## src/rtl/spi_controller.sv

```systemverilog
// SPI mode-0 initiator: one DATA_WIDTH-bit full-duplex MSB-first transfer per
// accepted start, with a start/busy/done handshake and fully registered outputs.
module spi_controller #(
    parameter int unsigned DATA_WIDTH = 8,
    parameter int unsigned CLK_DIV    = 4
) (
    input  logic                  clk,
    input  logic                  rst_n,
    input  logic                  start,
    input  logic [DATA_WIDTH-1:0] tx_data,
    output logic                  busy,
    output logic                  done,
    output logic [DATA_WIDTH-1:0] rx_data,
    output logic                  ss,
    output logic                  sclk,
    output logic                  mosi,
    input  logic                  miso
);
    localparam int unsigned DIV_W     = $clog2(CLK_DIV) + 1;
    localparam int unsigned EDGE_W    = $clog2(2 * DATA_WIDTH + 1);
    localparam int unsigned LAST_EDGE = 2 * DATA_WIDTH;

    localparam logic [1:0] S_IDLE  = 2'd0;
    localparam logic [1:0] S_SETUP = 2'd1;
    localparam logic [1:0] S_XFER  = 2'd2;
    localparam logic [1:0] S_HOLD  = 2'd3;

    logic [1:0]            r_state,    w_state;
    logic [DIV_W-1:0]      r_div_cnt,  w_div_cnt;
    logic [EDGE_W-1:0]     r_edge_cnt, w_edge_cnt;
    logic [DATA_WIDTH-1:0] r_tx_sr,    w_tx_sr;
    logic [DATA_WIDTH-1:0] r_rx_sr,    w_rx_sr;
    logic [DATA_WIDTH-1:0] r_rx_data,  w_rx_data;
    logic                  r_ss,       w_ss;
    logic                  r_sclk,     w_sclk;
    logic                  r_mosi,     w_mosi;
    logic                  r_busy,     w_busy;
    logic                  r_done,     w_done;
    logic                  w_tick;

    // One half-period of sclk has elapsed
    assign w_tick = (r_div_cnt == DIV_W'(CLK_DIV - 1));

    always_ff @(posedge clk or negedge rst_n) begin
        if (!rst_n) begin
            r_state    <= S_IDLE;
            r_div_cnt  <= '0;
            r_edge_cnt <= '0;
            r_tx_sr    <= '0;
            r_rx_sr    <= '0;
            r_rx_data  <= '0;
            r_ss       <= 1'b1;
            r_sclk     <= 1'b0;
            r_mosi     <= 1'b0;
            r_busy     <= 1'b0;
            r_done     <= 1'b0;
        end else begin
            r_state    <= w_state;
            r_div_cnt  <= w_div_cnt;
            r_edge_cnt <= w_edge_cnt;
            r_tx_sr    <= w_tx_sr;
            r_rx_sr    <= w_rx_sr;
            r_rx_data  <= w_rx_data;
            r_ss       <= w_ss;
            r_sclk     <= w_sclk;
            r_mosi     <= w_mosi;
            r_busy     <= w_busy;
            r_done     <= w_done;
        end
    end

    always_comb begin
        w_state    = r_state;
        w_div_cnt  = r_div_cnt;
        w_edge_cnt = r_edge_cnt;
        w_tx_sr    = r_tx_sr;
        w_rx_sr    = r_rx_sr;
        w_rx_data  = r_rx_data;
        w_ss       = r_ss;
        w_sclk     = r_sclk;
        w_mosi     = r_mosi;
        w_busy     = r_busy;
        w_done     = 1'b0;
        case (r_state)
            S_IDLE: begin
                if (start) begin
                    w_tx_sr    = tx_data;
                    w_ss       = 1'b0;
                    w_mosi     = tx_data[DATA_WIDTH-1];
                    w_busy     = 1'b1;
                    w_div_cnt  = '0;
                    w_edge_cnt = '0;
                    w_state    = S_SETUP;
                end
            end
            S_SETUP: begin
                if (w_tick) begin
                    w_div_cnt  = '0;
                    w_sclk     = 1'b1;
                    w_rx_sr    = {r_rx_sr[DATA_WIDTH-2:0], miso};
                    w_edge_cnt = EDGE_W'(1);
                    w_state    = S_XFER;
                end else begin
                    w_div_cnt = r_div_cnt + DIV_W'(1);
                end
            end
            S_XFER: begin
                if (w_tick) begin
                    w_div_cnt = '0;
                    // After the final falling edge sclk rests low for one half-period
                    if (r_edge_cnt == EDGE_W'(LAST_EDGE)) begin
                        w_state = S_HOLD;
                    end else begin
                        w_edge_cnt = r_edge_cnt + EDGE_W'(1);
                        w_sclk     = ~r_sclk;
                        if (!r_sclk) begin
                            w_rx_sr = {r_rx_sr[DATA_WIDTH-2:0], miso};
                        end else if (r_edge_cnt < EDGE_W'(LAST_EDGE - 1)) begin
                            w_tx_sr = r_tx_sr << 1;
                            w_mosi  = r_tx_sr[DATA_WIDTH-2];
                        end
                    end
                end else begin
                    w_div_cnt = r_div_cnt + DIV_W'(1);
                end
            end
            S_HOLD: begin
                if (w_tick) begin
                    w_div_cnt  = '0;
                    w_edge_cnt = '0;
                    w_ss       = 1'b1;
                    w_mosi     = 1'b0;
                    w_busy     = 1'b0;
                    w_done     = 1'b1;
                    w_rx_data  = r_rx_sr;
                    w_state    = S_IDLE;
                end else begin
                    w_div_cnt = r_div_cnt + DIV_W'(1);
                end
            end
            default: w_state = S_IDLE;
        endcase
    end

    assign busy    = r_busy;
    assign done    = r_done;
    assign rx_data = r_rx_data;
    assign ss      = r_ss;
    assign sclk    = r_sclk;
    assign mosi    = r_mosi;
endmodule

```

## config.mk

```make
export PLATFORM = sky130hd
export DESIGN_NAME = spi_controller
export DESIGN_NICKNAME = d
export VERILOG_FILES = /design/src/rtl/spi_controller.sv
export SDC_FILE = /design/constraint.sdc
export NUM_CORES = 1
export LEC_CHECK = 0
export CORE_MARGIN = 4
export CORE_UTILIZATION = 61
export CTS_BUF_LIST = sky130_fd_sc_hd__clkbuf_8
export CTS_CLUSTER_DIAMETER = 100
export DETAILED_ROUTE_END_ITERATION = 8
export PLACE_DENSITY = 0.87
export SYNTH_ARGS = -nofsm -noshare
export SYNTH_HDL_FRONTEND = slang
export SYNTH_SLANG_ARGS = --single-unit
```

## constraint.sdc

```tcl
create_clock -name clk -period 5.2 [get_ports clk]
set_input_delay 1.04 -clock clk [delete_from_list [all_inputs] [get_ports clk]]
set_output_delay 1.04 -clock clk [all_outputs]
set_load 0.05 [all_outputs]
```

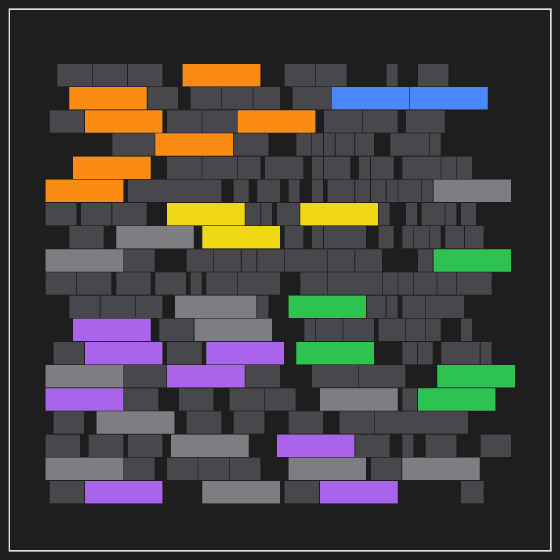
run_1/registers.png
Other sequential cells in the stronger grey, the rest of the logic in the fainter grey.
legend:
  purple:
    signal: r_rx_sr
    sequential_cells: 8
  green:
    signal: r_edge_cnt
    sequential_cells: 5
  yellow:
    signal: r_div_cnt
    sequential_cells: 3
  orange:
    signal: r_tx_sr
    sequential_cells: 7
    where: upper left
  blue:
    signal: r_state
    sequential_cells: 2
not coloured: 13
Seq area share: 0.4195
fin util: 0.7956
total sequential power: 0.000301 W

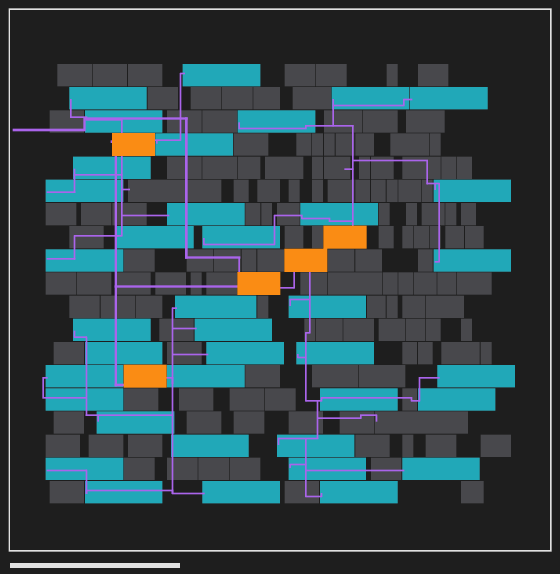
run_1/clock_map.png
Scale bar: 20 um.
legend:
  orange:
    item: cells driving clock nets
    count: 5
  purple:
    item: clock wires
    length: 428 um
  cyan:
    item: flip-flops
    count: 38
flops lie: all over the die
Latency at later pin: 290 ps
clock group power: 0.000299 W
Clock power frac: 0.482
Final Skew: 8.129 ps

==> job_summary.md, run 1 <==
## Synthesis and layout report

| Metric | Value |
|---|---|
| Outcome | `complete, no violations` |
| Pwr Density | `273.5 mW/mm2` |
| Iteration-0 DRC count of the detailed router | `79` |
| Most frequent cell after synthesis | `dfrtp_1` |
| Routed Wire Length | `3.574 mm` |
| Data required, critical path | `4160 ps` |
| Yosys Chip Area | `0.001872 mm2` |
| Routed wire per std cell | `16.70 um` |
| Unique cell types | `38` |
| Max-slew headroom | `0.4663` |
| Sw Ratio | `0.1913` |
| Post-synth top flop | `dfrtp_1` |
| IO Count | `25` |
| Hold Vio Cnt, Final | `0` |
| Max Transition Viols Final | `0` |
| Maxcap violations | `0` |
| CTS root buf | `clkbuf_8` |
| Area leader share | `0.4947` |
| Non-Filler Instances | `214` |
| Post-synthesis cell count | `156` |
| Post-synthesis sequential area ratio | `0.5087` |
| GRT Overall Usage | `0.2002` |
| Post-synth top cells | `dfrtp_1 (37), mux2_2 (18), mux2_1 (12)` |
| Register share of total power | `0.485` |
| Layout cells sized above 1 | `0.1858` |
| CP max FO | `2` |
| Via-per-instance ratio | `6.065` |
| Worst Hold Margin | `503.6 ps` |
| YS warnings | `0` |
| Post_cts resized | `0` |
| Vias in the first global route | `1,341` |
| WS Path Type | `register to output port` |
| Routed Antenna Nets | `0` |
| Reg2reg setup slack | `2640 ps` |
| Sw power | `0.0001188 W` |
| Yosys top cell by area | `dfrtp_1` |
| Final period utilization | `0.5112` |
| Drt first pass iters | `4` |
| PortBufs | `24` |
| Int Power | `0.0005021 W` |
| CP Capture Type | `output port` |
| RR Endpoint | `r_tx_sr[3]` |
| Critical Path Max Stage Delay | `790 ps` |
| Asr flop ratio synth | `1.000` |
| CTS max path bufs | `2` |
| Crit path max-delay family | `buffers and inverters` |
| Maximum vdd drop | `0.0002310 V` |
| RSZ-0062 raised after global routing | `false` |
| Hold Path Class | `register to register` |
| Biggest area cells | `dfrtp_1 (49%), mux2_2 (11%), mux2_1 (7.2%), ha_1 (5.3%), nand3_1 (1.9%)` |
| Clock tree sinks | `38` |
| DRC violations left | `0` |
| CP Capture Point | `ss` |
| Yosys cell count | `156` |
| Setup_tns | `0 ps` |
| Worst Tran Pin Value | `798.8 ps` |
| Net Count, Synth | `176` |
| CP startpoint kind | `register` |
| F_max | `376.2 MHz` |
| Tool warnings | `31` |
| Via Count | `1,298` |
| Post-Synthesis Cell Area | `0.001872 mm2` |
| Die area | `0.004019 mm2` |
| Post-synthesis average cell area | `12.00 um2` |
| Dpl hpwl | `2.571 mm` |
| Critical path origin | `ss` |
| Core area | `0.002853 mm2` |
| Antenna diodes | `0` |
| Core Util at FP | `0.6561` |
| Inserted Clock Buffers | `5` |
| Placer Congestion | `0.8272` |
| Die Wd | `63.40 um` |
| Worst path bufs/invs | `1` |
| Flip-flops with a built-in enable | `0` |
| Worst R2R Start | `r_state[0]` |
| CP arrival | `1620 ps` |
| Ys flops | `38` |
| Grt ovf | `0` |
| Largest net degree at the start of global routing | `39` |
| Hold Buf Count CTS | `0` |
| DIE HEIGHT | `63.40 um` |
| CTS tree | `built` |
| Clock transition at the registers of the reported paths | `80 ps` |
| Rows | `19` |
| Area after DPL | `0.002132 mm2` |
| Worst reg-to-reg path cell count | `5` |
| Number of post-CTS setup repair buffers | `0` |
| Global-route wire length before repair | `6.313 mm` |
| Setup violators final | `0` |
| Area added between synthesis and finish | `21.26%` |
| Combinational Power Share | `0.033` |
| Slowest-stage cell, CP | `clkdlybuf4s50_1` |
| CP Cell Sequence | `clkdlybuf4s50_1` |
| Layout net count | `202` |
| DP Cell Count | `206` |
| H-tree levels | `2` |
| Initial antenna violation count | `0` |
| Tmin final | `2658 ps` |
| Cell leakage power | `1.065 nW` |
| Critical path depth | `1` |
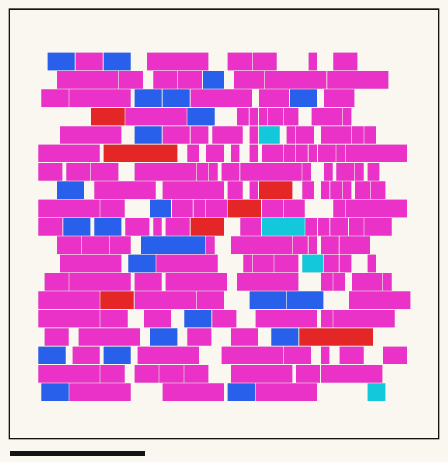
run_1/drive_strength.png
Scale bar: 20 um.
legend:
  cyan:
    size: drive 3 to 4
    cells: 4
  magenta:
    size: drive 1 or less
    cells: 149
  blue:
    size: drive 2
    cells: 23
  red:
    size: drive 6 and up
    cells: 7
cell area after layout: 0.002270 mm2
Non-clk bufs: 25
setup ws final: 2542 ps

run 1: layout by cell type (no fill, tap or decap), types with 2 or more instances in the layout:
| cell type | n |
|---|---|
| dfrtp_1 | 37 |
| clkdlybuf4s50_1 | 24 |
| mux2_2 | 18 |
| mux2_1 | 12 |
| nor2_1 | 9 |
| inv_1 | 8 |
| ha_1 | 8 |
| nand2_1 | 7 |
| nand3_1 | 7 |
| clkbuf_8 | 5 |
| o21ai_0 | 4 |
| nand2b_1 | 3 |
| a21oi_1 | 3 |
| a211o_1 | 3 |
| o21ai_1 | 3 |
| nor2b_1 | 2 |
| a22o_1 | 2 |
| nand4_1 | 2 |
| a2111oi_2 | 2 |
| and4_1 | 2 |
| nand3b_1 | 2 |
| bufinv_16 | 2 |
run 1: registers in the layout (all words and copies together) (netlist names):
signal and count:
r_rx_sr 8, rx_data 8, r_tx_sr 7, r_edge_cnt 5, r_div_cnt 3, r_state 2, busy 1, done 1
mosi 1, sclk 1, ss 1
run 1: power by group through the flow:
stage / Sequential [W] / Clock (W) / Combinational (W)
2_1_floorplan: 0.000308 / 0 / 0.00000339
3_3_place_gp: 0.000307 / 0 / 0.0000201
3_5_place_dp: 0.000307 / 0 / 0.0000212
4_1_cts: 0.000301 / 0.000300 / 0.0000212
5_1_grt: 0.000302 / 0.000317 / 0.0000227
6_report: 0.000301 / 0.000299 / 0.0000204
run 1: worst min path at each step:
stage	from	end	slack (ps)	cells past startpoint
after detailed placement	r_tx_sr[5]	r_tx_sr[5]	480	1
after global routing	rx_data[2]	rx_data[2]	530	1
after CTS	r_rx_sr[7]	r_rx_sr[7]	510	1
final	r_rx_sr[7]	r_rx_sr[7]	500	1
after global placement	r_tx_sr[1]	r_tx_sr[1]	460	1
after floorplan	r_tx_sr[1]	r_tx_sr[1]	450	1
run 1: cells by family (layout without fill, tap and decap cells):
group,after synthesis,after routing,share of synthesized area
AOI/OAI and AO/OA,27,27,0.1150
muxes,30,30,0.1805
DFF,38,38,0.5087
buffers and inverters,14,41,0.03008
adders and majority gates,8,8,0.05348
and+or+nand+nor,39,39,0.1123
run 1: metal layers:
layer | track usage | wire, um | vias up
met2 | 0.3377 | 1831 | 35
met3 | 0.04796 | 174 | 7
met1 | 0.2439 | 1499 | 646
li1 | - | - | 610
met4 | 0.08356 | 68 | 0
met5 | 0 | 0 | -
run 1: per-stage QoR:
step           setup slack [ps]  total power (W)
2_1_floorplan              3198        0.0003112
3_3_place_gp               2403        0.0003269
3_5_place_dp               2383        0.0003283
4_1_cts                    2521        0.0006227
5_1_grt                    2468        0.0006419
6_report                   2542        0.0006209
run 1: area by class of cell:
cell class | instances | area (um2)
sequential | 38 | 952.2
multi-input combinational | 104 | 863.3
fill | 173 | 583.1
timing repair buffer | 25 | 247.7
clock buffer | 5 | 68.82
clock inverter | 3 | 68.82
tap | 31 | 38.79
inverter | 8 | 30.03
run_1/final_clocks.png
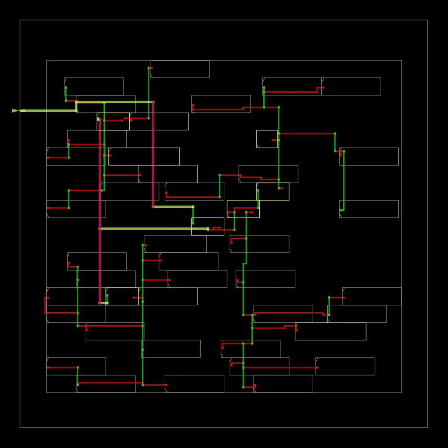

==> inputs of run 2 (changes only) <==
Settings changed: CORE_UTILIZATION 61 to 56, PLACE_DENSITY 0.87 to 0.81.
Clock period 5.2 ns to 2.6 ns, I/O delays scaled along.
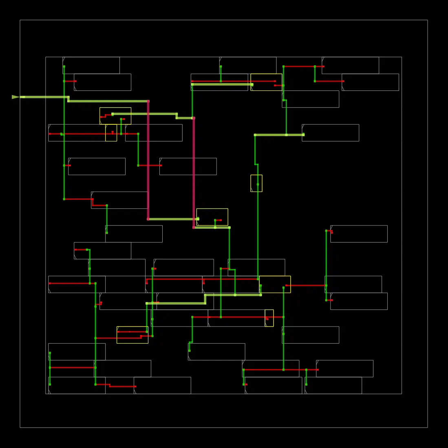
run_2/final_clocks.png
Inserted Clock Buffers: 5
Final Skew: 8.437 ps

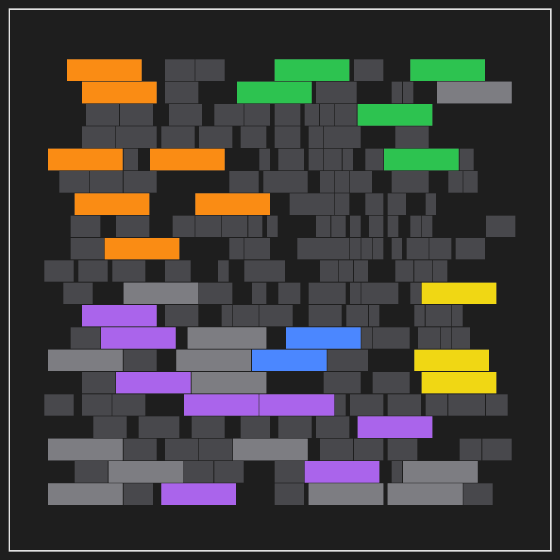
run_2/registers.png
Other sequential cells in the stronger grey, the rest of the logic in the fainter grey.
legend:
  green:
    signal: r_edge_cnt
    sequential_cells: 5
  yellow:
    signal: r_div_cnt
    sequential_cells: 3
  purple:
    signal: r_rx_sr
    sequential_cells: 8
  blue:
    signal: r_state
    sequential_cells: 2
  orange:
    signal: r_tx_sr
    sequential_cells: 7
not coloured: 13
fin util: 0.7180
Seq area share: 0.4240

==> run 2 against run 1 <==
Die size rose by 7.8%. Clock power is 26% higher. Register-to-register slack lost 2200 ps. Cell count up 7.0%. Worst hold slack worse by 17 ps. Design area decreased by 1.0%. Synthesized area is the same. Combinational power grew 99%. Wire length is 1.0% lower. Clock-buffer cell count did not move. Flip-flop count unchanged. Clock skew barely moved. Largest power group unchanged.
==> job_summary.md, run 2 <==
## Synthesis and layout report

| Metric | Value |
|---|---|
| Grt ovf | `0` |
| Worst Tran Pin Value | `505.3 ps` |
| RSZ-0062 raised after global routing | `false` |
| Yosys cell count | `156` |
| Post-Synthesis Cell Area | `0.001872 mm2` |
| CP max FO | `13` |
| Die Wd | `65.82 um` |
| WS Path Type | `register to register` |
| Maxcap violations | `0` |
| DRC violations left | `0` |
| Biggest area cells | `dfrtp_1 (49%), mux2_2 (11%), mux2_1 (7.2%), ha_1 (5.3%), nand3_1 (1.9%)` |
| Post_cts resized | `0` |
| Crit path max-delay family | `adder cells` |
| Global-route wire length before repair | `6.244 mm` |
| PortBufs | `24` |
| Cell leakage power | `1.055 nW` |
| Layout net count | `204` |
| Unique cell types | `38` |
| H-tree levels | `2` |
| Via-per-instance ratio | `5.568` |
| Flip-flops with a built-in enable | `0` |
| WL met1 | `1.598 mm` |
| Via Count | `1,275` |
| Dpl hpwl | `2.562 mm` |
| Clock transition at the registers of the reported paths | `70 ps` |
| WL met2 | `1.741 mm` |
| Worst path bufs/invs | `1` |
| Post-synthesis sequential area ratio | `0.5087` |
| Fillers | `240` |
| Yosys Chip Area | `0.001872 mm2` |
| CTS root buf | `clkbuf_8` |
| CP Capture Type | `register` |
| Tool warnings | `31` |
| Routed Antenna Nets | `0` |
| Dominant logic cell types in the final layout | `dfrtp_1 (37), clkdlybuf4s50_1 (24), mux2_2 (18), mux2_1 (12)` |
| Initial antenna violation count | `0` |
| Routed Wire Length | `3.538 mm` |
| Net Count, Synth | `176` |
| Post-synth top flop | `dfrtp_1` |
| CTS tree | `built` |
| Tot Pwr | `0.001022 W` |
| Post-synthesis average cell area | `12.00 um2` |
| Layout cells sized above 1 | `0.1892` |
| Core Util at FP | `0.5984` |
| Latency at later pin | `290 ps` |
| Area after DPL | `0.002163 mm2` |
| Pwr Density | `455.0 mW/mm2` |
| Core area | `0.003128 mm2` |
| Tmin final | `2176 ps` |
| Ys flops | `38` |
| Number of post-CTS setup repair buffers | `0` |
| Most common cell after layout, fill and taps aside | `dfrtp_1` |
| Yosys top cell by area | `dfrtp_1` |
| Routed wire per std cell | `15.45 um` |
| IO Count | `25` |
| Drt first pass iters | `4` |
| CTS max path bufs | `2` |
| CP Cell Sequence | `inv_1, ha_1, nand4_1, a21oi_2, mux2_2` |
| Met3 routed WL | `162 um` |
| Rows | `20` |
| Asr flop ratio synth | `1.000` |
| DR top layer | `met4` |
| Die area | `0.004332 mm2` |
| Hold Buf Count CTS | `0` |
| Setup_tns | `0 ps` |
| Max-slew headroom | `0.6621` |
| GRT Overall Usage | `0.1928` |
| Data required, critical path | `2770 ps` |
| Iteration-0 DRC count of the detailed router | `97` |
| Post-synth top cells | `dfrtp_1 (37), mux2_2 (18), mux2_1 (12)` |
| Max Transition Viols Final | `0` |
| Post-synthesis cell count | `156` |
| Vias in the first global route | `1,296` |
| Outcome | `complete, no violations` |
| CP startpoint kind | `register` |
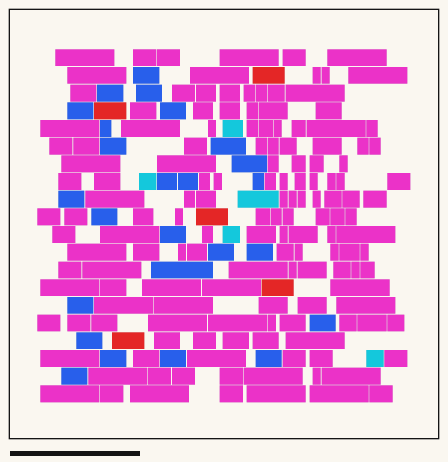
run_2/drive_strength.png
Scale bar: 20 um.
legend:
  magenta:
    size: drive 1 or less
    cells: 150
  cyan:
    size: drive 3 to 4
    cells: 5
  red:
    size: drive 6 and up
    cells: 5
  blue:
    size: drive 2
    cells: 25
cell area after layout: 0.002246 mm2
area added between synthesis and finish: 19.99%

[run 2: cell counts after synthesis]
Identical to the previous run, type by type.
[run 2: final timing paths]
path | start | to | slack (ps) | depth (start not counted)
hold / removal | r_tx_sr[1] | r_tx_sr[1] | 490 | 1
max in group asynchronous | rst_n | ss | 1590 | 2
setup reg to reg | r_state[0] | r_tx_sr[3] | 420 | 5
setup / recovery | r_state[0] | r_tx_sr[3] | 420 | 5
hold reg to reg | r_tx_sr[1] | r_tx_sr[1] | 490 | 1
min in group asynchronous | rst_n | r_rx_sr[7] | 650 | 2
[run 2: kinds of logic (layout without fill, tap and decap cells)]
family | after synthesis | in the layout | share of synthesized area
and+or+nand+nor | 39 | 39 | 0.1123
DFF | 38 | 38 | 0.5087
muxes | 30 | 30 | 0.1805
AOI/OAI and AO/OA | 27 | 27 | 0.1150
buffers and inverters | 14 | 43 | 0.03008
adders and majority gates | 8 | 8 | 0.05348
[run 2: layer usage]
layer / vias to the layer above / GRT usage
met3: 4 / 0.05782
li1: 617 / -
met4: 0 / 0.06995
met1: 619 / 0.2581
met2: 35 / 0.2954
met5: - / 0
[run 2: cell type report]
| cell class | count | area, um2 | share of cell area |
|---|---|---|---|
| Multi-Input combinational cell | 104 | 863.3 | 0.3844 |
| Inverter | 8 | 30.03 | 0.01337 |
| Sequential cell | 38 | 952.2 | 0.4240 |
| Clock inverter | 3 | 13.76 | 0.006128 |
| Clock buffer | 5 | 68.82 | 0.03064 |
| Tap cell | 44 | 55.05 | 0.02451 |
| Timing Repair Buffer | 27 | 262.8 | 0.1170 |
[run 2: metrics by stage]
step / std cells / hold WS [ps] / setup slack [ps]
after floorplan: 156 / 224.4 / 754.7
after global placement: 221 / 463.0 / 472.0
after detailed placement: 221 / 474.7 / 434.9
after CTS: 229 / 490.4 / 404.6
after global routing: 229 / 509.6 / 228.9
final: 229 / 486.2 / 423.6
[run 2: power breakdown]
part	switching [W]	total [W]	internal, W
Sequential	0.00000484	0.000603	0.000598
Clock	0.000197	0.000378	0.000182
Combinational	0.0000187	0.0000405	0.0000219
run_2/gate_families.png
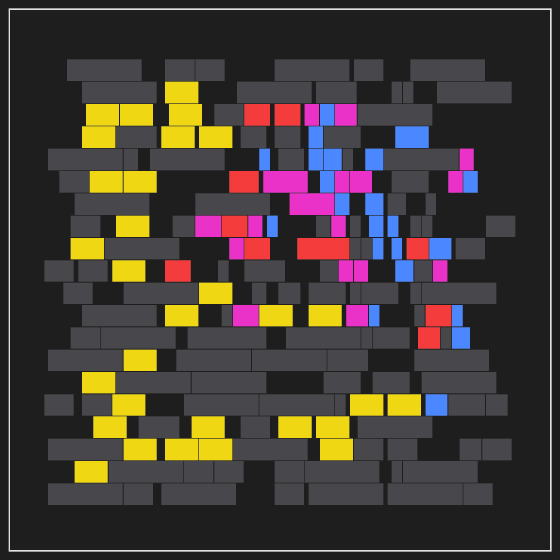

==> inputs of run 3 (changes only) <==
Settings changed: CORE_UTILIZATION 56 to 51, PLACE_DENSITY 0.81 to 0.78.
Clock period 2.6 ns to 1.9 ns, I/O delays scaled along.
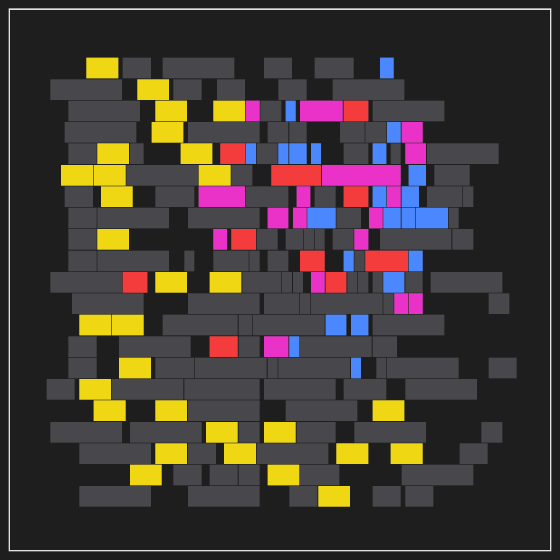
run_3/gate_families.png
legend:
  red:
    family: AND-OR and OR-AND gates
    cells: 10
    most_used: a211o_1
    where: centre
  yellow:
    family: multiplexers
    cells: 30
    most_used: mux2_2
  magenta:
    family: inverting AOI/OAI gates
    cells: 17
    most_used: o21ai_0
  blue:
    family: NAND gates
    cells: 22
    most_used: nand2_1
most common cell after layout, fill and taps aside: dfrtp_1
Non-Filler Instances: 239

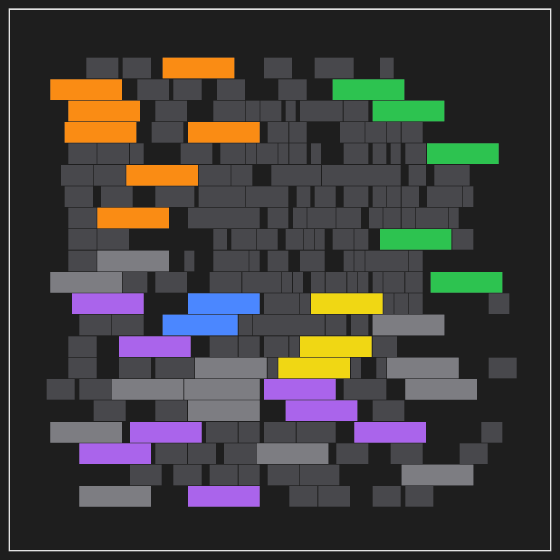
run_3/registers.png
Other sequential cells in the stronger grey, the rest of the logic in the fainter grey.
legend:
  orange:
    signal: r_tx_sr
    sequential_cells: 7
    where: upper left
  yellow:
    signal: r_div_cnt
    sequential_cells: 3
  green:
    signal: r_edge_cnt
    sequential_cells: 5
  blue:
    signal: r_state
    sequential_cells: 2
  purple:
    signal: r_rx_sr
    sequential_cells: 8

==> run 3 against run 2 <==
Critical path depth decreased by 4. Register-to-register slack worse by 360 ps. Flip-flop count unchanged. Power rose by 43%. Combinational power grew 36%. Utilization is 2.7 points lower. Cell count is 4.4% higher. Sequential power rose by 37%. Critical path type is now register to output port. Highest routed layer unchanged.
==> job_summary.md, run 3 <==
## Synthesis and layout report

| Metric | Value |
|---|---|
| Outcome | `complete, no violations` |
| CP startpoint kind | `register` |
| Most frequent cell after synthesis | `dfrtp_1` |
| Flip-flops with a built-in enable | `0` |
| Post-Synthesis Cell Area | `0.001872 mm2` |
| Dominant logic cell types in the final layout | `dfrtp_1 (36), clkdlybuf4s50_1 (21), mux2_2 (18), buf_4 (14), mux2_1 (12)` |
| Vias in the first global route | `1,389` |
| Slowest-stage cell, CP | `clkdlybuf4s50_1` |
| Hold Buf Count CTS | `0` |
| Area leader share | `0.4947` |
| Layout cells sized above 1 | `0.2953` |
| Tool warnings | `32` |
| Net Count, Synth | `176` |
| CP Capture Type | `output port` |
| YS warnings | `0` |
| Post-synthesis cell count | `156` |
| Reg area | `953.4 um2` |
| Post-synthesis sequential area ratio | `0.5087` |
| Data required, critical path | `1520 ps` |
| Met3 routed WL | `159 um` |
| Final period utilization | `0.9719` |
| Largest net degree at the start of global routing | `39` |
| Unique cell types | `38` |
| Tmin final | `1847 ps` |
| Max-slew headroom | `0.6659` |
| Routed wire per std cell | `15.46 um` |
| Yosys Chip Area | `0.001872 mm2` |
| Setup ws final | `53.43 ps` |
| Maximum vdd drop | `0.0004118 V` |
| PortBufs | `24` |
| Die area | `0.004703 mm2` |
| Logic cell area | `927.1 um2` |
| Hold Vio Cnt, Final | `0` |
| Routed Wire Length | `3.696 mm` |
| Dpl ws | `-12.25 ps` |
| DRC violations left | `0` |
| Worst reg-to-reg path cell count | `6` |
| Placer Congestion | `0.8507` |
| CTS max path bufs | `2` |
| Worst path bufs/invs | `1` |
| Fillers | `250` |
| Critical path depth | `1` |
| Clock tree sinks | `38` |
| Area added between synthesis and finish | `27.07%` |
| Inserted Clock Buffers | `5` |
| Hold Path Class | `primary input to async pin` |
| Max Transition Viols Final | `0` |
| IO Count | `25` |
| Via Count | `1,341` |
| Tot Pwr | `0.001464 W` |
| Core Util at FP | `0.5438` |
| Antenna diodes | `0` |
| Yosys top cell by area | `dfrtp_1` |
| RSZ-0062 raised after global routing | `true` |
| Crit path max-delay family | `buffers and inverters` |
| Clock transition at the registers of the reported paths | `80 ps` |
| Core area | `0.003442 mm2` |
| Post-synthesis average cell area | `12.00 um2` |
| Via-per-instance ratio | `5.611` |
| Ys flops | `38` |
| CTS tree | `built` |
| Iteration-0 DRC count of the detailed router | `81` |
| Final Skew | `9.946 ps` |
| Worst Tran Pin Value | `499.7 ps` |
| Post-synth top cells | `dfrtp_1 (37), mux2_2 (18), mux2_1 (12)` |
| Maxcap violations | `0` |
| DR top layer | `met4` |
| Setup violators final | `0` |
| WL met1 | `1.571 mm` |
| F_max | `541.5 MHz` |
| Worst Hold Margin | `495.4 ps` |
| WL met2 | `1.850 mm` |
| H-tree levels | `2` |
| Global-route wire length before repair | `6.175 mm` |
| CP arrival | `1470 ps` |
| Layout net count | `212` |
| GRT Overall Usage | `0.1793` |
| CTS root buf | `clkbuf_8` |
| Cell leakage power | `1.093 nW` |
| DP Cell Count | `230` |
| Yosys cell count | `156` |
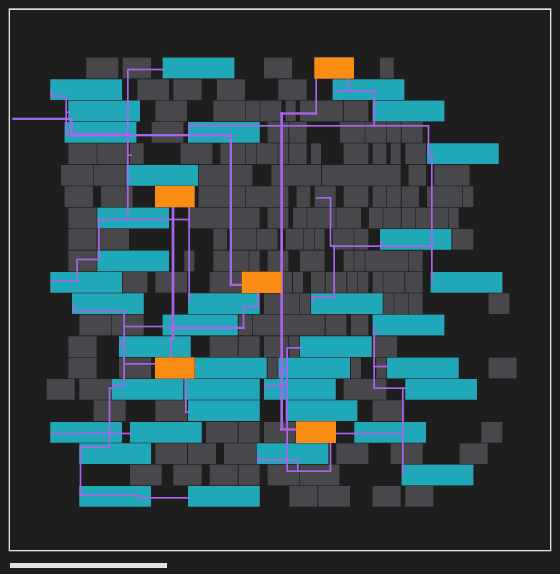
run_3/clock_map.png
Scale bar: 20 um.
legend:
  cyan:
    item: flip-flops
    count: 38
  purple:
    item: clock wires
    length: 478 um
  orange:
    item: cells driving clock nets
    count: 5
routed clock nets: 6

-- run 3: cell counts after synthesis --
No cell type changed its count.
-- run 3: worst reg2reg max path, cell delays in order, from the launching register on --
cell and delay (ps):
dfrtp_1 390, ha_2 210, and2b_2 220, nand4_1 220
buf_4 210, a21oi_1 140, mux2_2 350
-- run 3: per-layer routing --
metal  vias up  track usage
met4         0       0.1067
li1        629            -
met3        13      0.03728
met2        37       0.3015
met1       662       0.2092
met5         -            0
-- run 3: area by class of cell --
| cell class | instances | share of cell area |
|---|---|---|
| Sequential cell | 38 | 0.4008 |
| Clock buffer | 6 | 0.03472 |
| Multi-Input combinational cell | 104 | 0.3898 |
| Clock inverter | 2 | 0.005260 |
| Timing Repair Buffer | 35 | 0.1326 |
| Inverter | 8 | 0.01262 |
| Tap cell | 46 | 0.02420 |
-- run 3: timing repair --
item	CTS	global route
resized	1	14
setup endpoints to repair	4	18
buffers inserted	1	0
pin swaps	0	5
hold endpoints to repair	0	0
-- run 3: path summary, 6_finish.rpt --
kind / endpoint / from
setup reg to reg: mosi / r_div_cnt[0]
hold / removal: r_div_cnt[2] / rst_n
setup / recovery: rx_data[6] / rx_data[6]
max in group asynchronous: ss / rst_n
min in group clk: r_rx_sr[7] / r_rx_sr[7]
hold reg to reg: r_rx_sr[7] / r_rx_sr[7]
-- run 3: kinds of logic (layout without fill, tap and decap cells) --
kind of cell | after synthesis | in the layout | share of synthesized area
AOI/OAI and AO/OA | 27 | 27 | 0.1150
adders and majority gates | 8 | 8 | 0.05348
buffers and inverters | 14 | 51 | 0.03008
DFF | 38 | 38 | 0.5087
muxes | 30 | 30 | 0.1805
and+or+nand+nor | 39 | 39 | 0.1123
-- run 3: power by group --
| group | switching, W | internal (W) |
|---|---|---|
| logic | 0.0000252 | 0.0000299 |
| clock network | 0.000292 | 0.000291 |
| registers | 0.00000623 | 0.000818 |
| total | 0.000324 | 0.00114 |
-- run 3: metrics by stage --
step	area [um2]	utilization	setup TNS [ps]
2_1_floorplan	1872	-	0
3_3_place_gp	2211	0.6423	0
3_5_place_dp	2211	0.6423	-14.75
4_1_cts	2321	0.6743	0
5_1_grt	2379	0.6910	-19.50
6_report	2379	0.6910	0
Power and IR drop assume default switching activity.
